Design i2c_master_rd, sky130hd; sources not shown.
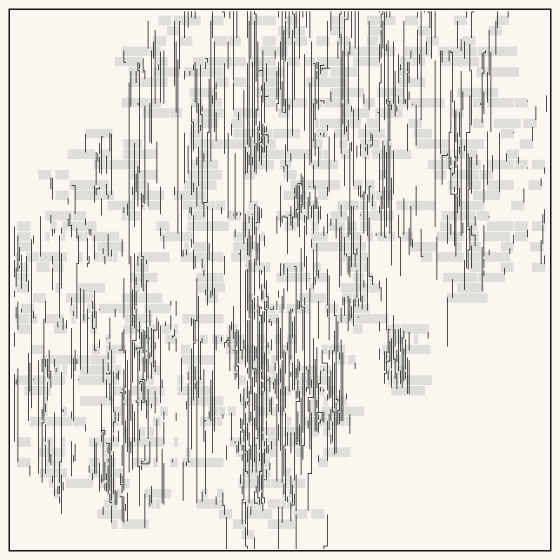
(signal wires on met2)
Cells faint in the background.
The longest straight run is 47.9 um. The layer carries 7500 um of wire. The wires run mostly vertical. 540 nets have wire on it. The layer holds 46% of the routed length.
total vias in the final route: 4575
GR Util met2: 0.268
WL final: 16.3 mm

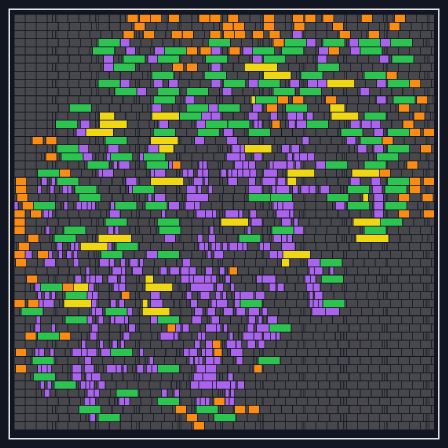
(placed cells, one color a class)
Fill, decap, tap and diode cells in gray.
Purple stands for all other logic, cells 407. Green stands for flops, cells 113. Yellow stands for clock drivers and dummy loads, cells 31. Orange stands for other buffers and delay cells, cells 100.
Finished Core Util: 0.355
post-route cell area: 0.00690 mm^2
Rows: 51
sequential cell area share: 0.328
CORE AREA: 0.0195 mm^2

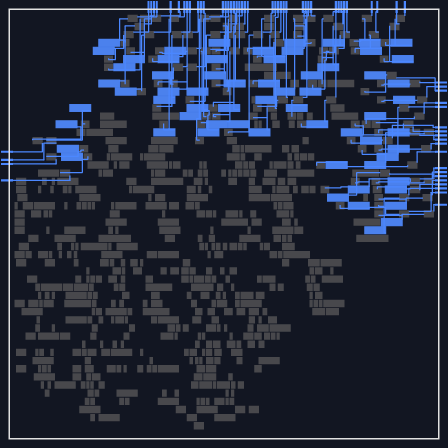
(I/O nets highlighted)
Blue stands for `o_data_rx`, direction output, edge 41 top, 19 right, 4 left, end cells 64, buffers 64, wire 1990 um.
Ports: 93
count of input and output buffers: 92

==> Slide: Implementation Results <==
Physical Implementation Snapshot

Setup path
  – Critical path class: flop to output port
  – Worst Setup Start Kind: flop
  – Critical Path End Type: output port
  – Reg2reg path depth: 6
  – Critical Path AT: 2.58 ns
  – R2r setup slk: 2.41 ns
  – Max FO, Critical Path: 17

Clock tree
  – # hold bufs at CTS: 0
  – Post-CTS setup buffer count: 0
  – Late-Pin Clk Latency: 0.41 ns
  – Clock transition at path regs: 0.05 ns
  – Post-cts sizing count: 0
  – CTS sink count: 113
  – CTS root buf: clkbuf_16
  – H-tree levels: 4

Global route
  – Initial antenna violation count: 0
  – GRT Residual Overflow: 0
  – GRT Overall Usage: 0.170
  – Pin count of the biggest net entering global routing: 44
  – Vias in the first global route: 4531
  – Met1 Resource Use GR: 0.225

STA
  – Fin crit share: 0.747
  – Worst Slack Setup Final: 1.32 ns
  – Max-slew violation count: 0
  – Unrepaired setup endpoints after global routing: no
  – Sum Neg Setup Slack: 0 ns
  – Worst-margin pin slew: 0.728 ns
  – Final setup vio count: 0
  – Setup Skew: 0.00898 ns
  – Shortest clock period the worst path allows after layout: 3.88 ns
  – Final Hold Fails: 0

Power
  – Leak: 2.54 nW
  – Pwr Total: 2.52 mW
  – Power Dens Cells: 365 mW/mm^2

Detailed routing
  – Met2 Wirelength: 7.50 mm
  – # DRC: 0
  – Drt wl/cell: 17.8 um
  – DR WL met3: 719 um
  – Detailed Routing Iterations Pass 1: 5
  – Initial DRC count: 211
  – Max layer used: met4

Layout
  – Inserted Diodes: 0
  – Share of layout cells above drive strength 1: 0.0799
  – Register area: 0.00226 mm^2
  – Logic area: 0.00263 mm^2

Min path
  – HP Class: flop to flop
  – Hold depth: 2

Floorplanning
  – Initial core utilization: 0.265
  – DIE AREA: 0.0204 mm^2

Logic synthesis
  – YS chip area: 0.00516 mm^2
  – Yosys warning count: 0
  – Seq/Total Area, Yosys: 0.439
  – Post-synth top area cell: dfxtp_1
  – Ys cells: 562
  – Distinct lib cells: 69
  – Net count after synthesis: 595
  – Cells after synthesis: 562
  – Mapped Area: 0.00516 mm^2
  – Top cells by area: dfxtp_1 (44%), a22o_1 (11%), a21oi_1 (4.6%), nand2_1 (3.6%), ha_1 (2.9%)
  – FFs w/ async S/R, synth: 0
  – Main flop type: dfxtp_1
  – Avg Inst Size Synth: 9.18 um^2
  – Max-area cell share: 0.439

Placement
  – RD Place Congestion: 0.837
  – Setup slack at placement: 1.13 ns

Flow run
  – Count of tool warnings: 34
  – Max-cap violations: 0

Outcome
  – Status: finished clean
## where the power goes
group / switching (mW) / internal, mW / leakage [nW] / total, mW
Clock: 0.405 / 0.848 / 0.308 / 1.25
Sequential: 0.0318 / 0.892 / 0.913 / 0.924
Combinational: 0.210 / 0.131 / 1.32 / 0.341
Total: 0.647 / 1.87 / 2.54 / 2.52
## cell usage after synthesis, drive strengths merged, types with 3 or more instances
master / count
nor2: 36
nor3: 13
a211oi: 3
o31ai: 4
buf: 12
nand3: 10
xnor2: 3
nor2b: 9
or3: 7
and3: 6
o211ai: 3
ha: 12
or2: 3
nor3b: 4
a22o: 64
o32ai: 3
nor4b: 5
and2: 3
o21a: 7
clkbuf: 30
nand2b: 10
dfxtp: 113
nor4: 3
o221ai: 5
a21oi: 47
nand2: 49
a31oi: 5
nand4: 4
o21ai: 21
inv: 16
mux2i: 14
## layout make-up
| class | count | area share |
|---|---|---|
| Multi-Input combinational cell | 390 | 0.380 |
| Tap cell | 265 | 0.0480 |
| Clock inverter | 9 | 0.0223 |
| Inverter | 17 | 0.00924 |
| Sequential cell | 113 | 0.328 |
| Timing Repair Buffer | 100 | 0.142 |
| Clock buffer | 22 | 0.0701 |
## critical path: stages (launching register included)
cell	delay [ns]
dfxtp_1	0.52
buf_4	0.29
inv_1	0.20
a21oi_1	0.17
nor2_1	0.05
o31ai_1	0.28
clkdlybuf4s50_1	0.66
## metrics by stage
step | utilization | hold WS [ns] | cells | instance area, um^2
2_1_floorplan | - | 0.431 | 562 | 5160
3_3_place_gp | 0.322 | 0.446 | 885 | 6260
3_5_place_dp | 0.322 | 0.449 | 885 | 6260
4_1_cts | 0.355 | 0.457 | 916 | 6900
5_1_grt | 0.355 | 0.483 | 916 | 6900
6_report | 0.355 | 0.452 | 916 | 6900
## placed cells by master (no fill, tap or decap), types with 4 or more instances in the layout
cell type | Yosys | final
dfxtp_1 | 113 | 113
clkdlybuf4s50_1 | 0 | 92
a22o_1 | 64 | 64
nand2_1 | 49 | 49
a21oi_1 | 47 | 47
nor2_1 | 35 | 35
o21ai_0 | 20 | 20
clkbuf_16 | 0 | 17
inv_1 | 16 | 16
mux2i_1 | 14 | 14
nor3_1 | 12 | 12
ha_1 | 12 | 12
nand2b_1 | 10 | 10
nand3_1 | 10 | 10
nor2b_1 | 9 | 9
buf_4 | 2 | 8
or3_1 | 7 | 7
o21a_1 | 7 | 7
and3_1 | 6 | 6
a31oi_1 | 5 | 5
nor4b_1 | 5 | 5
o221ai_1 | 5 | 5
o31ai_1 | 4 | 4
nand4_1 | 4 | 4
clkbuf_8 | 0 | 4
bufinv_16 | 0 | 4
## cell families (layout without fill, tap and decap cells)
| group | Yosys count | after routing | share of synthesized area |
|---|---|---|---|
| adders and majority gates | 12 | 12 | 0.0291 |
| and+or+nand+nor | 173 | 173 | 0.179 |
| AOI/OAI and AO/OA | 188 | 188 | 0.267 |
| buffers and inverters | 59 | 148 | 0.0536 |
| xor gates and xnor gates | 3 | 3 | 0.00509 |
| DFF | 113 | 113 | 0.439 |
| muxes | 14 | 14 | 0.0272 |
Power figures rest on the tool's default switching activity, not on a simulated workload.
